<file path="config.mk">
export PLATFORM = sky130hd
export DESIGN_NAME = sync_dualrail_tx
export DESIGN_NICKNAME = d
export VERILOG_FILES = /design/src/rtl/sync_dualrail_tx.sv
export SDC_FILE = /design/constraint.sdc
export NUM_CORES = 1
export LEC_CHECK = 0
export CORE_MARGIN = 5
export CORE_UTILIZATION = 55
export CTS_BUF_LIST = sky130_fd_sc_hd__clkbuf_8
export DETAILED_ROUTE_END_ITERATION = 16
export GPL_ROUTABILITY_DRIVEN = 1
export PLACE_DENSITY = 0.78
export SYNTH_ARGS = -nofsm -noshare
export SYNTH_HDL_FRONTEND = slang
export SYNTH_SLANG_ARGS = --single-unit
</file>
<file path="constraint.sdc">
create_clock -name clk -period 1.58 [get_ports clk]
set_clock_uncertainty 0.05 [all_clocks]
set_input_delay 0.158 -clock clk [delete_from_list [all_inputs] [get_ports clk]]
set_output_delay 0.158 -clock clk [all_outputs]
set_load 0.01 [all_outputs]
</file>
<file path="src/rtl/sync_dualrail_tx.sv">
// sync_dualrail_tx: clocked-to-asynchronous bridge for a dual-rail pipeline.
// Words enter on a valid/ready port, queue in a small FIFO and leave one at a
// time as 4-phase return-to-zero dual-rail codewords. The downstream
// acknowledge is synchronized before the handshake FSM looks at it.
// Optional feature: define TX_TIMEOUT_EN to build the handshake watchdog that
// drives the sticky err flag; without it err is constant 0.
module sync_dualrail_tx #(
  parameter int WIDTH       = 1,
  parameter int DEPTH       = 4,
  parameter int SYNC_STAGES = 2,
  parameter int TIMEOUT     = 255
) (
  input  logic               clk,
  input  logic               rst,
  input  logic [WIDTH-1:0]   in_data,
  input  logic               in_valid,
  output logic               in_ready,
  output logic [2*WIDTH-1:0] dr_out,
  input  logic               ack_in,
  output logic               busy,
  output logic               err
);

  localparam int AW = $clog2(DEPTH);

  typedef enum logic [1:0] {
    S_IDLE = 2'd0,
    S_DATA = 2'd1,
    S_RTZ  = 2'd2
  } state_e;

  // ---------------------------------------------------------------------------
  // Acknowledge synchronizer
  // ---------------------------------------------------------------------------
  logic [SYNC_STAGES-1:0] ack_sync_q;
  logic                   ack_s;

  // Shift the asynchronous acknowledge through SYNC_STAGES flops.
  // NOTE: clocked state uses non-blocking assignments so every flop samples
  // the pre-edge value of its neighbours, exactly like real hardware.
  always_ff @(posedge clk) begin
    if (rst) ack_sync_q <= '0;
    else     ack_sync_q <= {ack_sync_q[SYNC_STAGES-2:0], ack_in};
  end

  assign ack_s = ack_sync_q[SYNC_STAGES-1];

  // ---------------------------------------------------------------------------
  // FIFO
  // ---------------------------------------------------------------------------
  logic [WIDTH-1:0] mem_q [DEPTH];
  logic [AW:0]      wr_ptr_q, rd_ptr_q;
  logic             full, empty, push, pop;
  logic [WIDTH-1:0] head;
  state_e           state_q, state_d;

  // Pointers carry one extra wrap bit: equal means empty, MSB-only difference means full.
  assign full  = (wr_ptr_q[AW] != rd_ptr_q[AW]) &&
                 (wr_ptr_q[AW-1:0] == rd_ptr_q[AW-1:0]);
  assign empty = (wr_ptr_q == rd_ptr_q);
  // A full FIFO refuses the push even if the head leaves in the same cycle.
  assign push  = in_valid && !full;
  assign pop   = (state_q == S_IDLE) && !empty && !ack_s;
  assign head  = mem_q[rd_ptr_q[AW-1:0]];

  // Write the payload storage.
  // NOTE: the storage array has no reset; the pointers alone define which
  // entries are meaningful, so resetting the data would only cost logic.
  always_ff @(posedge clk) begin
    if (push) mem_q[wr_ptr_q[AW-1:0]] <= in_data;
  end

  // Advance write and read pointers.
  always_ff @(posedge clk) begin
    if (rst) begin
      wr_ptr_q <= '0;
      rd_ptr_q <= '0;
    end else begin
      if (push) wr_ptr_q <= wr_ptr_q + 1'b1;
      if (pop)  rd_ptr_q <= rd_ptr_q + 1'b1;
    end
  end

  // ---------------------------------------------------------------------------
  // Handshake FSM with registered rails
  // ---------------------------------------------------------------------------
  logic [2*WIDTH-1:0] dr_q, dr_d;

  // Next state and next rail values; NULL is always inserted between words.
  // NOTE: every variable gets a default before the case so no path leaves it
  // unassigned, which would otherwise infer a latch.
  always_comb begin
    state_d = state_q;
    dr_d    = dr_q;
    case (state_q)
      S_IDLE: begin
        dr_d = '0;
        if (pop) begin
          for (int i = 0; i < WIDTH; i++) begin
            dr_d[2*i+1] = head[i];
            dr_d[2*i]   = ~head[i];
          end
          state_d = S_DATA;
        end
      end
      S_DATA: begin
        if (ack_s) begin
          dr_d    = '0;
          state_d = S_RTZ;
        end
      end
      S_RTZ: begin
        dr_d = '0;
        if (!ack_s) state_d = S_IDLE;
      end
      default: begin
        dr_d    = '0;
        state_d = S_IDLE;
      end
    endcase
  end

  // State and rail registers; reset drops any word in flight to NULL.
  always_ff @(posedge clk) begin
    if (rst) begin
      state_q <= S_IDLE;
      dr_q    <= '0;
    end else begin
      state_q <= state_d;
      dr_q    <= dr_d;
    end
  end

  assign dr_out   = dr_q;
  assign in_ready = !full;
  assign busy     = (state_q != S_IDLE) || !empty;

  // ---------------------------------------------------------------------------
  // Handshake watchdog
  // ---------------------------------------------------------------------------
`ifdef TX_TIMEOUT_EN
  localparam int CW = $clog2(TIMEOUT + 1);

  logic [CW-1:0] cnt_q, cnt_d;
  logic          err_q, err_d;

  // Count cycles spent waiting on the downstream stage; flag when TIMEOUT is reached.
  always_comb begin
    cnt_d = cnt_q;
    err_d = err_q;
    if ((state_d != state_q) && ((state_d == S_DATA) || (state_d == S_RTZ))) begin
      cnt_d = '0;
    end else if (((state_q == S_DATA) || (state_q == S_RTZ)) &&
                 (cnt_q != CW'(TIMEOUT))) begin
      cnt_d = cnt_q + 1'b1;
      if (cnt_d == CW'(TIMEOUT)) err_d = 1'b1;
    end
  end

  // Watchdog registers; err stays set until reset, the FSM keeps waiting.
  always_ff @(posedge clk) begin
    if (rst) begin
      cnt_q <= '0;
      err_q <= 1'b0;
    end else begin
      cnt_q <= cnt_d;
      err_q <= err_d;
    end
  end

  assign err = err_q;
`else
  logic unused_timeout;
  assign unused_timeout = |32'(TIMEOUT);
  assign err            = 1'b0;
`endif

endmodule

</file>
==> images/final_clocks.png <==
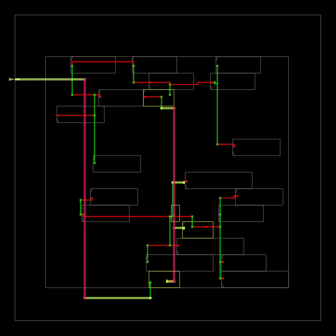
Clock Power: 0.000323 W
flop count: 18

==> images/clock_map.png <==
Scale bar: 20 um.
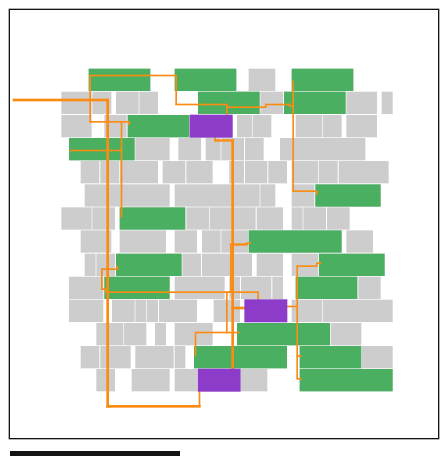
[orange] clock wires | length: 242 um
[purple] cells driving clock nets | count: 3
[green] flip-flops | count: 18
routed clock nets	4
clock latency at the later pin of the worst-skew pair: 0.26 ns
fraction of power consumed by the clock network: 0.188

==> flow.log <==
[metrics] run summary
[metrics] Bufs and invs on worst path: 1
[metrics] CTS-repair resized insts: 11
[metrics] total length of routed met2 wires: 1.03 mm
[metrics] post-route setup TNS: 0 ns
[metrics] synth top area cells: sky130_fd_sc_hd__dfxtp_1 31%, sky130_fd_sc_hd__edfxtp_1 13%, sky130_fd_sc_hd__ha_1 7.0%
[metrics] Yosys top cell by instances: sky130_fd_sc_hd__dfxtp_1
[metrics] Clock Pin Slew Worst Setup and Hold Paths: approximately 0.06 ns
[metrics] CP cell instances: xnor2_2 > nand3_1 > or3_1 > buf_2
[metrics] required time at the endpoint of the critical path: roughly 1.4 ns
[metrics] total area of multi-input combinational cells: 556 um^2
[metrics] run status: completed
[metrics] count of warnings emitted by yosys: 0
[metrics] path category of the worst min-delay check: flop to flop
[metrics] leakage power: just over 0.5 nW
[metrics] number of warning messages in the logs: 30
[metrics] commonest cells after routing, fill and taps aside: 14 x sky130_fd_sc_hd__buf_4, 8 x sky130_fd_sc_hd__dfxtp_1, 6 x sky130_fd_sc_hd__clkdlybuf4s50_1, 6 x sky130_fd_sc_hd__dfxtp_2
[metrics] Finished Layout Cells: between 100 and 150
[metrics] Core Region: 0.00152 mm^2
[metrics] proportion of netlist area held by the largest area contributor: 0.312
[metrics] number of setup violations in the final report: 0
[metrics] Combinational Gates: between 50 and 60
[metrics] met1 Track Usage GR: 0.203
[metrics] R2R Path End: mem_q[0]
[metrics] worst hold start: ack_sync_q[0]
[metrics] highest metal layer with signal wires: met4
[metrics] crit path launch: wr_ptr_q[1]
[metrics] Placed Instance Area: 0.00109 mm^2
[metrics] largest net degree at the start of global routing: 12
[metrics] number of DRC markers in iteration 0: 23
[metrics] critical path depth: 4
[metrics] simple-gate share of the synthesized area: 0.167
[metrics] category of cells accounting for the largest share of critical-path delay: simple AND/OR/NAND/NOR gates
[metrics] fraction of power consumed by sequential logic: 0.362
[metrics] maximum root-to-sink buffer count: 2
[metrics] max-slew violation total from the final report: 0
[metrics] worst reg-to-reg setup slack: around 0.03 ns
[metrics] net switching share of the total power: 0.333
[metrics] length of routed met3 wiring: roughly 160 um
[metrics] Flop area: slightly above 400 um^2
[metrics] Inst Count DP: 118
[metrics] number of antenna violations at the first check in global routing: 0
[metrics] global-route wire length before repair: approximately 3.2 mm
[metrics] sum of overflow across all layers after global routing: 0
[metrics] global placement routability congestion: 0.864
[metrics] number of filler instances in the final layout: between 90 and 100
[metrics] worst slack, placed: -0.0576 ns
[metrics] final-layout clock buffer total: 3
[metrics] Hold Path Depth: 1
[metrics] dominant kind of combinational cell: simple AND/OR/NAND/NOR gates
[metrics] ClkCell Share: 0.0365
[metrics] most frequent standard cell in the layout excluding fill and tap cells: sky130_fd_sc_hd__buf_4
[metrics] diodes inserted: 0
[metrics] M2 GR Usage: 0.285
[metrics] vertical die dimension: about 50 um
[metrics] area fraction in mux cells: 0.100
[metrics] relative contribution of combinational cells to total power: 0.450
[metrics] highest cell delay on the worst timing path: between 0.3 and 0.4 ns
[metrics] Post-Syn Instances: between 80 and 90
[metrics] worst setup path endpoint: busy
[metrics] share of the final layout cell area in multi-input gates: 0.450
[metrics] final WL: between 2 and 2.5 mm
[metrics] xor and xnor fraction of the mapped netlist area: 0.0683
[metrics] hold worst-path end: ack_sync_q[1]
[metrics] largest vdd supply drop: around 0.79 mV
[metrics] clk root buf: sky130_fd_sc_hd__clkbuf_8
[metrics] final routed wire length divided by cell count: 17.9 um
[metrics] GRT Util Overall: 0.170
[metrics] nets in the synthesized netlist: 92
[metrics] Tmin final: 1.56 ns
[metrics] post-synthesis adder-cell area fraction: 0.0697
[metrics] synthesis-to-layout area growth: 37.5%
[metrics] number of H-tree branching levels: 1
[metrics] yosys synthesis chip area: around 900 um^2
[metrics] fmax: roughly 0.64 GHz
[metrics] # DRC: 0
[metrics] cell type contributing the most total cell area after synthesis: sky130_fd_sc_hd__dfxtp_1
[metrics] Non-clock buffers, area share: 0.154
[metrics] number of buffer cells added on primary ports: 8
[metrics] total die size: 0.00254 mm^2
[metrics] Max Cap Violations: 0
[metrics] Sequential Power: 0.000622 W
[metrics] Comb. pwr: 0.000774 W
[metrics] internal power summed over all cells: ~0.0011 W
[metrics] distinct cell type count after synthesis: 32
[metrics] post-synthesis instance area: roughly 900 um^2
No activity file was given, so power comes from the tool's default toggle rates.
